Fig. 1: run 1, clock routing
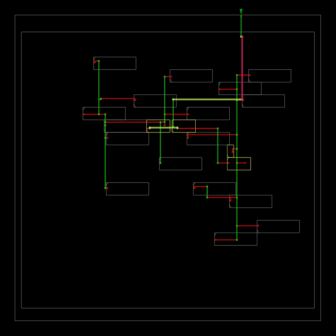
Fig. 2: run 1, signal wires by layer
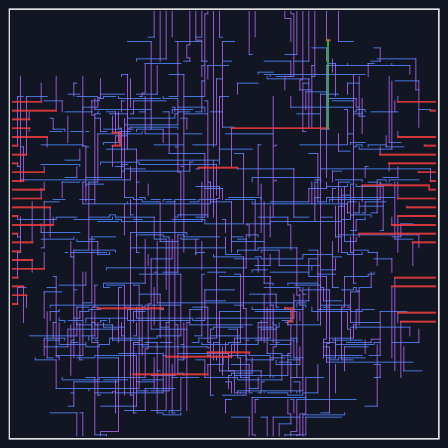
Fig. 3: run 1, logic cells by family
Bar = 20 µm.
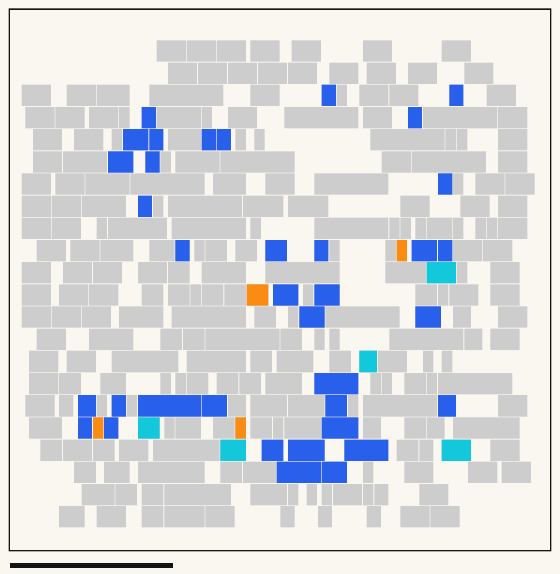
Fig. 4: run 1, I/O pins on the die edge
Pins as bars across the die edge, other pins in grey.
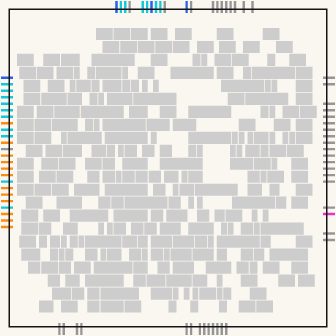
==> config.mk <==
export PLATFORM = sky130hd
export DESIGN_NAME = gray_counter_arbiter
export DESIGN_NICKNAME = d
export VERILOG_FILES = /design/src/rtl/gray_arb_pkg.sv /design/src/rtl/gray_rr_arbiter.sv /design/src/rtl/gray_counter_arbiter.sv
export SDC_FILE = /design/constraint.sdc
export NUM_CORES = 1
export LEC_CHECK = 0
export CORE_MARGIN = 1
export CORE_UTILIZATION = 37
export CTS_CLUSTER_DIAMETER = 120
export CTS_CLUSTER_SIZE = 28
export DETAILED_ROUTE_END_ITERATION = 8
export PLACE_DENSITY = 0.76
export SLEW_MARGIN = 20
export SYNTH_ARGS = -nofsm -noshare
export SYNTH_HDL_FRONTEND = slang
export SYNTH_SLANG_ARGS = --single-unit
==> constraint.sdc <==
create_clock -name CLK -period 2.42 [get_ports CLK]
set_input_delay 0.363 -clock CLK [delete_from_list [all_inputs] [get_ports CLK]]
set_output_delay 0.363 -clock CLK [all_outputs]
set_load 0.01 [all_outputs]
==> Changelog: implementation, run 1 <==
### Physical design

- M2 GR Usage: 0.337
- Met1 usage: 0.261
- CP max FO: 6
- Setup crit end kind: output pin
- Clk_lat worst skew: about 250 ps
- And+or+nand+nor area frac: 0.201
- Leakage power: roughly 1.2 nW
- Failing checks: setup timing
- Final hold vios: 0
- Layout Nets: around 330
- Switching power: 0.00141 W
- Outcome: complete, but fails checks
- FF+latch area: around 430 µm²
- Tot Pwr: around 0.0035 W
- Avg WL per Cell: between 10 and 15 µm
- Placed cells: slightly above 300
- CTS H-Tree Depth: 1
- Register-to-Register Path Depth: 12
- Achievable Freq: roughly 0.38 GHz
- Async S/R FF share, synth: 1.00
- Compound Share, Synth: 0.169
- CTS tree: built
- Post-synthesis cell count: around 170
- Die width: between 60 and 70 µm
- Flop count: 17
- Post-synth seq share: 0.279
- Hold WS: roughly 520 ps
- Fin. max-slew vios: 0
- Max Cap Viol: 0
- Crit path cell chain: clkinvlp_4 -> ha_4 -> mux4_2 -> buf_6 -> nor2b_4 -> a22oi_1 -> nor2_1 -> a221oi_2 -> nor2_1 -> buf_2
- Tool warnings: 35
- Arrival @ worst endpoint: 2240 ps
- YS chip area: 1530 µm²
- Clock power frac: 0.059
- Post-synth top area share: 0.279
- Final worst slack: -182 ps
- Layout cell share with drive strength beyond 1: 0.282
- Signal buffers: 110
- # hold bufs at CTS: 0
- Die ar.: 4390 µm²
- GP Congestion: approximately 0.78
- Number of cells on the critical path: 10
- Antenna-violating nets left: 0
- Finished layout cell area: roughly 2700 µm²
- Cycle use final: 1.08
- Non-CTS inverters: 4
- Crit path required time: 2060 ps
- Switching Fraction: 0.398
- Buf/Inv on CP: 3
- Top pwr grp: combinational logic
- # Cells Yosys: 170
- Drt drc: 0
- Seq area share: 0.157
- Post-Syn Area: around 1500 µm²
- Post-CTS resize count: 31
- Final setup fails: 10
- Flop+latch power: roughly 0.00057 W
- Buffer count from post-CTS setup fixing: 8
- Worst slew pin tran: ~490 ps
- Global-route wire length before repair: ~6700 µm
- Comb pwr share: 0.781
- CP max-delay cell: dfrtp_1
- Critical path type: reg2out
- Non-clock buffering overhead: 0.387
## Picture notes: Fig. 1
Clock buffer cells: 4
number of buffers created by CTS: 3
final worst clock skew: 0.771 ps
Clock Power: 0.000210 W

## Picture notes: Fig. 2
Key: blue = met1 [wire length 1,780 µm]; green = met4 [wire length 13.6 µm]; red = met3 [wire length 245 µm]; purple = met2 [wire length 2,040 µm]
Routed WL: 4080 µm
Via Count: 1,639

## Picture notes: Fig. 3
Key: cyan = AND and OR gates [cells 5]; orange = inverters [cells 4]; blue = inverting AOI/OAI gates [cells 36]
Commonest Layout Cell: clkdlybuf4s50_1
combinational share of cell area: 0.409
Final Non-Filler Cells: 321

## Picture notes: Fig. 4
Key: blue = method_writeBin_v [pins 4, direction output, edge 3 top, 1 left]; orange = req_enq_op [pins 12, direction input, edge left]; cyan = req_enq_v [pins 16, direction input, edge 10 left, 6 top]; magenta = nRST [pins 1, direction input, edge right]
All pins by edge: 24 left, 20 top, 19 right, 13 bottom.
number of port buffers: 75
Die H: 66.2 µm

==> run 1: cells in the mapped netlist, drive strengths merged (2+ instances only) <==
| master | instances |
|---|---|
| nor3 | 2 |
| a21oi | 6 |
| clkbuf | 2 |
| buf | 9 |
| nor3b | 3 |
| nand2b | 3 |
| dfrtp | 17 |
| a221oi | 4 |
| nand2 | 24 |
| mux2i | 14 |
| and4b | 2 |
| ha | 7 |
| nor2b | 3 |
| and2 | 2 |
| nor2 | 22 |
| nand3 | 2 |
| a22oi | 4 |
| inv | 4 |
| mux2 | 8 |
| mux4 | 5 |
| o21ai | 16 |
==> run 1: logic make-up after synthesis <==
logic type / after synthesis
AOI/OAI and AO/OA: 38
muxes: 27
buffers and inverters: 15
and+or+nand+nor: 65
DFF: 17
adders and majority gates: 7
xor gates and xnor gates: 1
--- run 2 (diff from run 1) ---
- ABC_AREA: default -> 1
- CAP_MARGIN: default -> 20
- CORE_UTILIZATION: 37 -> 38
- CTS_CLUSTER_DIAMETER: 120 -> 50
- PLACE_DENSITY: 0.76 -> 0.75
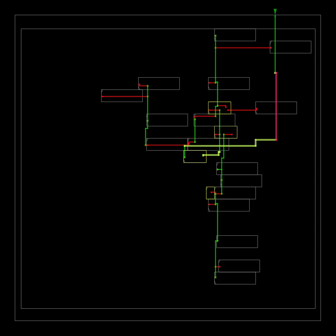
Fig. 5. Clock routing (run 2).
final worst clock skew: 9.37 ps
Clock Power: 0.000202 W
flop count: 17
Clock buffer cells: 3
clk_lat worst skew: 250 ps

==> run 2 against run 1 <==
Net effect: the flow still finishes with violations (setup timing); core utilization is 2.4 points lower; clock power is 4% lower; critical path depth is 3 higher; flip-flop count stayed put; worst hold slack worse by 7.7 ps; clock-buffer cell count is 1 lower; wire length is 28% higher.
==> Changelog: implementation, run 2 <==
### Physical design

- Outcome: complete, but fails checks (unchanged)
- Failing checks: setup timing (unchanged)
- CP max FO: 4 (was 6)
- M2 GR Usage: 0.404 (was 0.337)
- Switching Fraction: 0.504 (was 0.398)
- CTS tree: built (unchanged)
- # Cells Yosys: 248 (was 170)
- YS chip area: 1670 µm² (was 1530 µm²)
- Finished layout cell area: 2830 µm² (was 2700 µm²)
- Tool warnings: 34 (was 35)
- Post-CTS resize count: 26 (was 31)
- Mapped Nets: 307 (was 229)
- Number of buffers created by CTS: 3 (unchanged)
- Final setup fails: 3 (was 10)
- Flops after synth: 17 (unchanged)
- Via density: 5.07 (was 5.11)
- Avg WL per Cell: 13.0 µm (was 12.7 µm)
- Initial DRC Count: 58 (was 43)
- Die ar.: 4680 µm² (was 4390 µm²)
- Antenna-violating nets left: 0 (unchanged)
- Setup crit end kind: output pin (unchanged)
- Met1 usage: 0.266 (was 0.261)
- Arrival @ worst endpoint: 2130 ps (was 2240 ps)
- # hold bufs at CTS: 0 (unchanged)
- Critical path type: reg2out (unchanged)
- Comb pwr share: 0.818 (was 0.781)
- Routed WL: 5240 µm (was 4080 µm)
- CTS H-Tree Depth: 1 (unchanged)
- Layout cell share with drive strength beyond 1: 0.261 (was 0.282)
- Layout Nets: 412 (was 333)
- CP max-delay cell: dfrtp_1 (unchanged)
- Number of enable flip-flop cells: 0 (unchanged)
- Global-route wire length before repair: 7810 µm (was 6690 µm)
- Via Count: 2,037 (was 1,639)
- Post-synth top area share: 0.254 (was 0.279)
- Final worst slack: -68.0 ps (was -182 ps)
- Switching power: 0.00213 W (was 0.00141 W)
- Tot Pwr: 0.00423 W (was 0.00354 W)
- Achievable Freq: 0.402 GHz (was 0.384 GHz)
- Clk slew on worst S/H paths: 70 ps (about the same)
- Fin. max-slew vios: 0 (unchanged)
- Drt drc: 0 (unchanged)
- Async S/R FF share, synth: 1.00 (unchanged)
- Top area cell types: dfrtp_1, nand2_1, nand3_1 (was dfrtp_1, mux2i_1, mux4_2)
- Starting Density: 0.407 (was 0.402)
- Number of port buffers: 75 (unchanged)
- Leakage power: 1.30 nW (was 1.19 nW)
- Highest routed layer: met4 (unchanged)
- GP Congestion: 0.918 (was 0.783)
- Post-Syn Area: 1670 µm² (was 1530 µm²)
- Post-synthesis cell count: 248 (was 170)
- Top pwr grp: combinational logic (unchanged)
- Final hold vios: 0 (unchanged)
- Clock power frac: 0.048 (was 0.059)
- Placed cells: 389 (was 307)
- GR peak layer: met2 (unchanged)
- Crit path required time: 2060 ps (about the same)
- Total grt overflow: 0 (unchanged)
- Worst slew pin tran: 445 ps (was 495 ps)
- Yosys top cell by instances: nand2_1 (unchanged)
- Commonest Layout Cell: clkdlybuf4s50_1 (unchanged)
- Final Non-Filler Cells: 402 (was 321)
- Buffer count from post-CTS setup fixing: 6 (was 8)
- Flop+latch power: 0.000565 W (about the same)
- Post-synth seq share: 0.254 (was 0.279)
- Register-to-Register Path Depth: 16 (was 12)
- Hold WS: 515 ps (was 523 ps)
- Crit path cell chain: inv_6 -> ha_4 -> buf_6 -> nand3_4 -> nand2_4 -> buf_4 -> nor2_4 -> buf_4 -> a22oi_2 -> o221ai_1 -> nand2_2 -> inv_1 -> buf_2 (was clkinvlp_4 -> ha_4 -> mux4_2 -> buf_6 -> nor2b_4 -> a22oi_1 -> nor2_1 -> a221oi_2 -> nor2_1 -> buf_2)
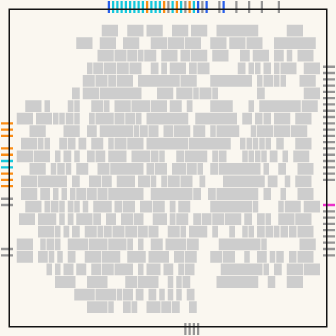
Fig. 6. I/O pins on the die edge (run 2).
Pins as bars across the die edge, other pins in grey.
Key: orange = req_enq_op [pins 12, direction input, edge 8 left, 4 top]; cyan = req_enq_v [pins 16, direction input, edge 14 top, 2 left]; blue = method_writeBin_v [pins 4, direction output, edge top]; magenta = nRST [pins 1, direction input, edge right]
All pins by edge: 30 top, 28 right, 14 left, 4 bottom.
Die H: 68.4 µm
die width: 68.4 µm

run 2: logic make-up after synthesis:
group / after synthesis / synth area share
buf+inv: 46 / 0.129
fa+ha+maj: 7 / 0.0523
flops: 17 / 0.254
compound gates: 45 / 0.164
simple gates: 133 / 0.401
run 2: area by class of cell:
cell class	instances	area (µm²)
fillers	349	1290
repair buffers	107	982
inverters	38	155
clock inverters	1	5.00
multi-input cells	186	1160
well taps	50	62.6
flip-flops and latches	17	425
clock buffers	3	41.3
run 2: critical path, delay by kind of cell (launching register included):
family | cells | cell delay, ps
AND-OR/OR-AND | 2 | 320
adder cells (fa/ha/maj) | 1 | 280
buffers and inverters | 6 | 570
flip-flops | 1 | 430
AND/OR/NAND/NOR | 4 | 270
Power figures rest on the tool's default switching activity, not on a simulated workload.
